[config.mk]
export PLATFORM = sky130hd
export DESIGN_NAME = pipelined_adder_tree
export DESIGN_NICKNAME = d
export VERILOG_FILES = /design/src/rtl/npu_pkg.sv /design/src/rtl/adder_tree_level.sv /design/src/rtl/pipelined_adder_tree.sv
export SDC_FILE = /design/constraint.sdc
export NUM_CORES = 1
export LEC_CHECK = 0
export ABC_AREA = 1
export CORE_UTILIZATION = 45
export CTS_CLUSTER_SIZE = 10
export DETAILED_ROUTE_END_ITERATION = 8
export PLACE_DENSITY = 0.67
export SYNTH_ARGS = -nofsm -noshare
export SYNTH_HDL_FRONTEND = slang
export SYNTH_HIERARCHICAL = 1
export SYNTH_SLANG_ARGS = --single-unit
export TNS_END_PERCENT = 20
[constraint.sdc]
create_clock -name clk -period 2.6 [get_ports clk]
set_clock_uncertainty 0.15 [all_clocks]
set_input_delay 0.39 -clock clk [delete_from_list [all_inputs] [get_ports clk]]
set_output_delay 0.39 -clock clk [all_outputs]
set_load 0.01 [all_outputs]
[src/rtl/npu_pkg.sv]
// Shared NPU width constants and helpers used by the MAC array, adder tree and requantiser.
package npu_pkg;

    localparam int unsigned DATA_WIDTH    = 8;
    localparam int unsigned MAC_WIDTH     = 32;
    localparam int unsigned ACC_GUARD_DEF = 4;

    function automatic int unsigned clog2_f(input int unsigned v);
        int unsigned r;
        r = 0;
        while ((64'd1 << r) < 64'(v)) begin
            r = r + 1;
        end
        return r;
    endfunction

    // Width of a tree sum plus accumulator guard bits.
    function automatic int unsigned tree_out_width(input int unsigned n_inputs,
                                                   input int unsigned in_width,
                                                   input int unsigned acc_guard);
        return in_width + clog2_f(n_inputs) + acc_guard;
    endfunction

    // Operand count remaining after l pairwise reduction levels.
    function automatic int unsigned level_count(input int unsigned n_inputs,
                                                input int unsigned l);
        int unsigned c;
        c = n_inputs;
        for (int unsigned i = 0; i < l; i++) begin
            c = (c + 1) / 2;
        end
        return c;
    endfunction

endpackage

[src/rtl/adder_tree_level.sv]
// One registered pairwise reduction level; an odd leftover operand is sign-extended and registered.
module adder_tree_level #(
    parameter  int unsigned N_IN  = 2,
    parameter  int unsigned W_IN  = 8,
    localparam int unsigned N_OUT = (N_IN + 1) / 2,
    localparam int unsigned W_OUT = W_IN + 1
) (
    input  logic                   clk,
    input  logic                   reset,
    input  logic                   in_valid,
    input  logic                   in_last,
    input  logic [N_IN*W_IN-1:0]   in_data,
    output logic                   out_valid,
    output logic                   out_last,
    output logic [N_OUT*W_OUT-1:0] out_data
);

    localparam int unsigned N_PAIRS = N_IN / 2;
    localparam bit          HAS_ODD = (N_IN % 2) == 1;

    logic [N_OUT*W_OUT-1:0] w_next;

    always_comb begin
        w_next = '0;
        for (int unsigned i = 0; i < N_PAIRS; i++) begin
            w_next[i*W_OUT +: W_OUT] =
                W_OUT'($signed(in_data[(2*i)*W_IN +: W_IN])) +
                W_OUT'($signed(in_data[(2*i+1)*W_IN +: W_IN]));
        end
        if (HAS_ODD) begin
            w_next[(N_OUT-1)*W_OUT +: W_OUT] =
                W_OUT'($signed(in_data[(N_IN-1)*W_IN +: W_IN]));
        end
    end

    always_ff @(posedge clk or negedge reset) begin
        if (!reset) begin
            out_valid <= 1'b0;
            out_last  <= 1'b0;
            out_data  <= '0;
        end else begin
            out_valid <= in_valid;
            out_last  <= in_valid & in_last;
            if (in_valid) begin
                out_data <= w_next;
            end
        end
    end

endmodule

[src/rtl/pipelined_adder_tree.sv]
// Pipelined signed adder tree with valid/last frame accumulation.
// Define ADDER_TREE_SAT_EN for a saturating accumulator and the sat_flag output.
module pipelined_adder_tree
    import npu_pkg::*;
#(
    parameter  int unsigned N_INPUTS  = 9,
    parameter  int unsigned IN_WIDTH  = MAC_WIDTH,
    parameter  int unsigned ACC_GUARD = ACC_GUARD_DEF,
    localparam int unsigned LEVELS    = clog2_f(N_INPUTS),
    localparam int unsigned OUT_WIDTH = tree_out_width(N_INPUTS, IN_WIDTH, ACC_GUARD)
) (
    input  logic                         clk,
    input  logic                         reset,
    input  logic                         in_valid,
    input  logic                         in_last,
    input  logic [N_INPUTS*IN_WIDTH-1:0] in_data,
    output logic                         out_valid,
    output logic [OUT_WIDTH-1:0]         out_data,
    output logic [15:0]                  out_beats,
`ifdef ADDER_TREE_SAT_EN
    output logic                         sat_flag,
`endif
    output logic                         busy
);

    localparam int unsigned TREE_WIDTH = IN_WIDTH + LEVELS;

    logic [LEVELS-1:0]     w_lvl_vin;
    logic [TREE_WIDTH-1:0] w_tree_sum;
    logic                  w_tree_valid;
    logic                  w_tree_last;

    for (genvar l = 0; l < LEVELS; l++) begin : g_lvl
        localparam int unsigned NI = level_count(N_INPUTS, l);
        localparam int unsigned WI = IN_WIDTH + l;
        localparam int unsigned NO = (NI + 1) / 2;
        localparam int unsigned WO = WI + 1;

        logic [NI*WI-1:0] w_din;
        logic             w_vin;
        logic             w_lin;
        logic [NO*WO-1:0] w_dout;
        logic             w_vout;
        logic             w_lout;

        if (l == 0) begin : g_first
            assign w_din = in_data;
            assign w_vin = in_valid;
            assign w_lin = in_last;
        end else begin : g_next
            assign w_din = g_lvl[l-1].w_dout;
            assign w_vin = g_lvl[l-1].w_vout;
            assign w_lin = g_lvl[l-1].w_lout;
        end

        assign w_lvl_vin[l] = w_vin;

        adder_tree_level #(
            .N_IN (NI),
            .W_IN (WI)
        ) u_level (
            .clk       (clk),
            .reset     (reset),
            .in_valid  (w_vin),
            .in_last   (w_lin),
            .in_data   (w_din),
            .out_valid (w_vout),
            .out_last  (w_lout),
            .out_data  (w_dout)
        );
    end

    assign w_tree_sum   = g_lvl[LEVELS-1].w_dout;
    assign w_tree_valid = g_lvl[LEVELS-1].w_vout;
    assign w_tree_last  = g_lvl[LEVELS-1].w_lout;

    logic [OUT_WIDTH-1:0] r_acc;
    logic [15:0]          r_beats;
    logic                 r_acc_valid;
    logic                 r_busy;

    logic [OUT_WIDTH-1:0] w_tree_ext;
    logic [OUT_WIDTH-1:0] w_base;
    logic [OUT_WIDTH-1:0] w_acc_next;
    logic [15:0]          w_beats_next;
    logic                 w_acc_valid_next;
    logic                 w_busy_next;

`ifdef ADDER_TREE_SAT_EN
    localparam logic [OUT_WIDTH-1:0] MAX_POS = {1'b0, {(OUT_WIDTH-1){1'b1}}};
    localparam logic [OUT_WIDTH-1:0] MAX_NEG = {1'b1, {(OUT_WIDTH-1){1'b0}}};

    logic                 r_sat;
    logic [OUT_WIDTH:0]   w_wide;
    logic                 w_clamp;
    logic                 w_sat_next;
`endif

    // Accumulator next-state: an empty accumulator contributes zero so a new frame starts from the tree sum.
    always_comb begin
        w_tree_ext       = OUT_WIDTH'($signed(w_tree_sum));
        w_base           = r_acc_valid ? r_acc : '0;
        w_acc_next       = '0;
        w_beats_next     = 16'd1;
        w_acc_valid_next = r_acc_valid;
`ifdef ADDER_TREE_SAT_EN
        w_wide     = {w_base[OUT_WIDTH-1], w_base} + {w_tree_ext[OUT_WIDTH-1], w_tree_ext};
        w_clamp    = w_wide[OUT_WIDTH] != w_wide[OUT_WIDTH-1];
        w_sat_next = (r_acc_valid & r_sat) | w_clamp;
        if (w_clamp) begin
            w_acc_next = w_wide[OUT_WIDTH] ? MAX_NEG : MAX_POS;
        end else begin
            w_acc_next = w_wide[OUT_WIDTH-1:0];
        end
`else
        w_acc_next = w_base + w_tree_ext;
`endif
        if (r_acc_valid) begin
            w_beats_next = (r_beats == 16'hFFFF) ? 16'hFFFF : r_beats + 16'd1;
        end
        if (w_tree_valid) begin
            w_acc_valid_next = ~w_tree_last;
        end
        // Registered busy tracks the next state of every valid bit, so it has no extra lag.
        w_busy_next = (|w_lvl_vin) | w_acc_valid_next;
    end

    always_ff @(posedge clk or negedge reset) begin
        if (!reset) begin
            r_acc       <= '0;
            r_beats     <= '0;
            r_acc_valid <= 1'b0;
            r_busy      <= 1'b0;
            out_valid   <= 1'b0;
            out_data    <= '0;
            out_beats   <= '0;
`ifdef ADDER_TREE_SAT_EN
            r_sat       <= 1'b0;
            sat_flag    <= 1'b0;
`endif
        end else begin
            out_valid <= 1'b0;
            r_busy    <= w_busy_next;
            if (w_tree_valid) begin
                if (w_tree_last) begin
                    out_valid   <= 1'b1;
                    out_data    <= w_acc_next;
                    out_beats   <= w_beats_next;
                    r_acc       <= '0;
                    r_beats     <= '0;
                    r_acc_valid <= 1'b0;
`ifdef ADDER_TREE_SAT_EN
                    sat_flag    <= w_sat_next;
                    r_sat       <= 1'b0;
`endif
                end else begin
                    r_acc       <= w_acc_next;
                    r_beats     <= w_beats_next;
                    r_acc_valid <= 1'b1;
`ifdef ADDER_TREE_SAT_EN
                    r_sat       <= w_sat_next;
`endif
                end
            end
        end
    end

    assign busy = r_busy;

endmodule

==> images/clocks.png <==
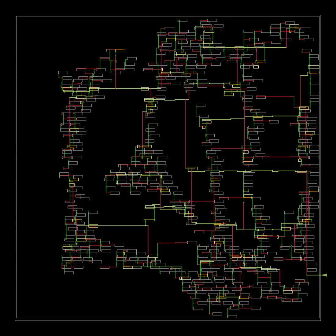
registers: 493
Clock Sinks: 493
Late-Pin Clk Latency: 0.64 ns
clk pwr: 7.85 mW
Num CTS Buffers: 60

==> images/io_fan.png <==
Scale: 1 px per um.
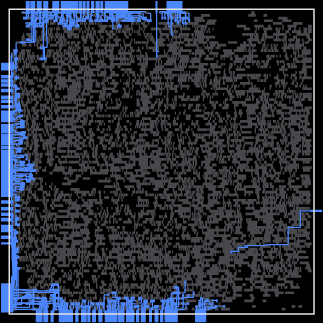
- blue: in_data (bits 288; direction input; edge 114 left, 87 bottom, 86 top, 1 right; end cells 164; buffers 288; wire 5310 um)

==> results.txt <==
flow finished, numbers: status=completed, sequential share of the synthesized area=0.302, r2r worst-path depth=15, Finish-stage setup viols=0, chip area=91900 um^2, dpl hpwl=99200 um, CP Launch Type=register, Setup Buffers After CTS=0, DR DRC count=0, Resized Gates After CTS=0, initial antenna violation count=0, RSZ-0062 raised after global routing=true, clock power share=0.187, Final ANT Viol Nets=0, Final Total Pwr=42.0 mW, grt peak-use layer=met2, crit path DRT=2.98 ns, MaxCap Viol Count=0, crit path DAT=2.86 ns, pwr dens=862 nW/um^2, max layer used=met4, H-tree depth=2, vias in the first global route=39200, CP Cell Sequence=buf_12, nand2_1, inv_1, ha_1, nand2_2, inv_1, nand2_1, nand2_1, nand2_1, nand2_1, nand2_1, nand3_4, or2_1, nand3_2, nand2_1, post-DR vias/cell=4.91, Ports=350, Finished Cell Area=48800 um^2, Mapped Area=40800 um^2, pin count of the biggest net entering global routing=101, Layout Nets=7560, Ys Warns=6, Post-CTS Hold Fix Bufs=1, P_int=23.2 mW, Pins Over Slew Limit=0, initial DRC count=2329, fin crit share=0.955, EDFF count, synth=0, Final Hold Viols=0, Slowest cell on crit path=dfrtp_2, n_diodes=0, total tool warning count=29, gpl congestion=0.936, area of placed instances=46400 um^2, top_reg_cell synth=dfrtp_1, grt met2 use=0.473, Metal-1 WL=54700 um, met3 Use GR=0.0201, part of the power in combinational logic=0.536, vias post-DR=40100, Initial Util=0.454
==> images/by_instance.png <==
Scale: 1.5 px per um. Other cells in gray.
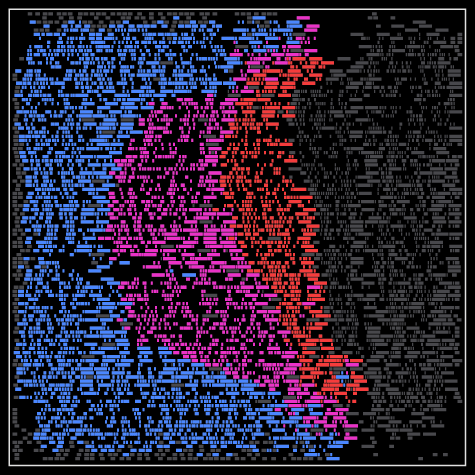
- red: g_lvl[2].u_level (cells 714)
- magenta: g_lvl[1].u_level (cells 1281)
- blue: g_lvl[0].u_level (cells 2713)

==> images/placement_by_type.png <==
Scale: 1 px per um. Fill, decap, tap and diode cells in gray.
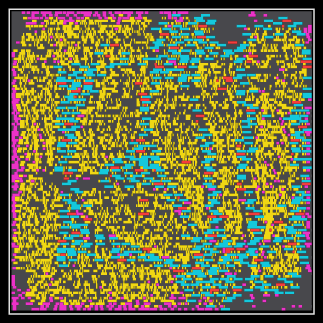
- red: clock drivers and dummy loads (cells 90; share of their area 3.8%)
- magenta: remaining buffers and delay cells (cells 483; share of their area 9.9%)
- cyan: sequential cells (cells 493; share of their area 26%)
- yellow: combinational and other logic (cells 5918; share of their area 60%)
flop share of the area: 0.253
core footprint: 89900 um^2
final core occ: 0.543
Cell Rows: 110

[critical path: cells and delay by family, from the launching register on]
kind | cells | cell delay [ns]
simple gates | 11 | 1.16
flops | 1 | 0.43
fa+ha+maj | 1 | 0.35
buf+inv | 3 | 0.26
[final timing paths]
check,to,slack [ns],startpoint
min,r_beats[10]$_DFFE_PN0P_,0.07,reset
min in group clk,g_lvl[0].u_level/out_data[2]$_DFFE_PN0P_,0.08,in_valid
max,out_data[23]$_DFFE_PN0P_,0.12,r_acc_valid$_DFFE_PN0P_
min reg2reg,g_lvl[3].u_level/out_last$_DFF_PN0_,0.28,g_lvl[2].u_level/out_last$_DFF_PN0_
max in group asynchronous,g_lvl[0].u_level/out_data[94]$_DFFE_PN0P_,1.42,reset
max reg2reg,out_data[23]$_DFFE_PN0P_,0.12,r_acc_valid$_DFFE_PN0P_
[through the flow]
step	TNS, ns	worst slack (ns)	utilization
global placement	0	0.00772	0.517
floorplan	0	0.0328	-
detailed placement	-0.0546	-0.0147	0.517
CTS	0	0.000102	0.537
global route	-0.274	-0.0376	0.543
finish	0	0.116	0.543
[synthesized netlist by cell type (5+ instances only)]
cell	n	area share
ha_1	303	0.093
nand3_2	22	0.0054
fa_1	9	0.0044
o21ai_1	73	0.0090
o22ai_1	7	0.0011
o21ai_2	10	0.0021
dfrtp_1	493	0.30
inv_2	9	0.00083
nor2_1	430	0.040
inv_1	997	0.092
o21bai_1	31	0.0057
o21ai_0	194	0.024
nand3b_1	45	0.0083
nor2_2	24	0.0037
nand3_1	397	0.049
xnor2_1	124	0.027
buf_2	32	0.0039
nand2_1	2765	0.25
nand4_1	27	0.0041
xor2_1	17	0.0036
a21o_1	5	0.00092
buf_4	6	0.0011
a21oi_1	252	0.031
o21a_1	5	0.00092
a21oi_2	5	0.0011
nor3_1	60	0.0074
nand2_2	77	0.012
or2_1	6	0.00092
clkbuf_1	65	0.0060
[final cells by class]
class	instances	area (um^2)	share of cell area
clock buffers	79	1640	0.0337
multi-input cells	4909	24600	0.505
flip-flops and latches	493	12300	0.253
repair buffers	483	4700	0.0964
clock inverters	11	168	0.00344
inverters	1009	3800	0.0779
well taps	1176	1470	0.0302
[sequential cells by signal, summed over array words and instances, names as in the netlist]
name	cells
busy	1
g_lvl.u_level/out_data	370
g_lvl.u_level/out_last	4
g_lvl.u_level/out_valid	4
out_beats	16
out_data	40
out_valid	1
r_acc	40
r_acc_valid	1
r_beats	16
[cells in the final DEF (no fill, tap or decap), types with 45 or more instances in the layout]
| cell | count |
|---|---|
| nand2_1 | 2744 |
| inv_1 | 995 |
| dfrtp_1 | 491 |
| nor2_1 | 411 |
| nand3_1 | 392 |
| clkdlybuf4s50_1 | 347 |
| ha_1 | 281 |
| a21oi_1 | 238 |
| o21ai_0 | 192 |
| xnor2_1 | 123 |
| buf_4 | 118 |
| nand2_2 | 97 |
| o21ai_1 | 75 |
| nor3_1 | 60 |
| clkbuf_16 | 60 |
| nand3b_1 | 45 |
[kinds of logic after synthesis]
group | synth area share
AND/OR/NAND/NOR | 0.388
AND-OR/OR-AND | 0.0763
XOR/XNOR | 0.0303
flip-flops | 0.302
adder cells (fa/ha/maj) | 0.0973
buffers and inverters | 0.106
Power is estimated from default activity; no workload was simulated.
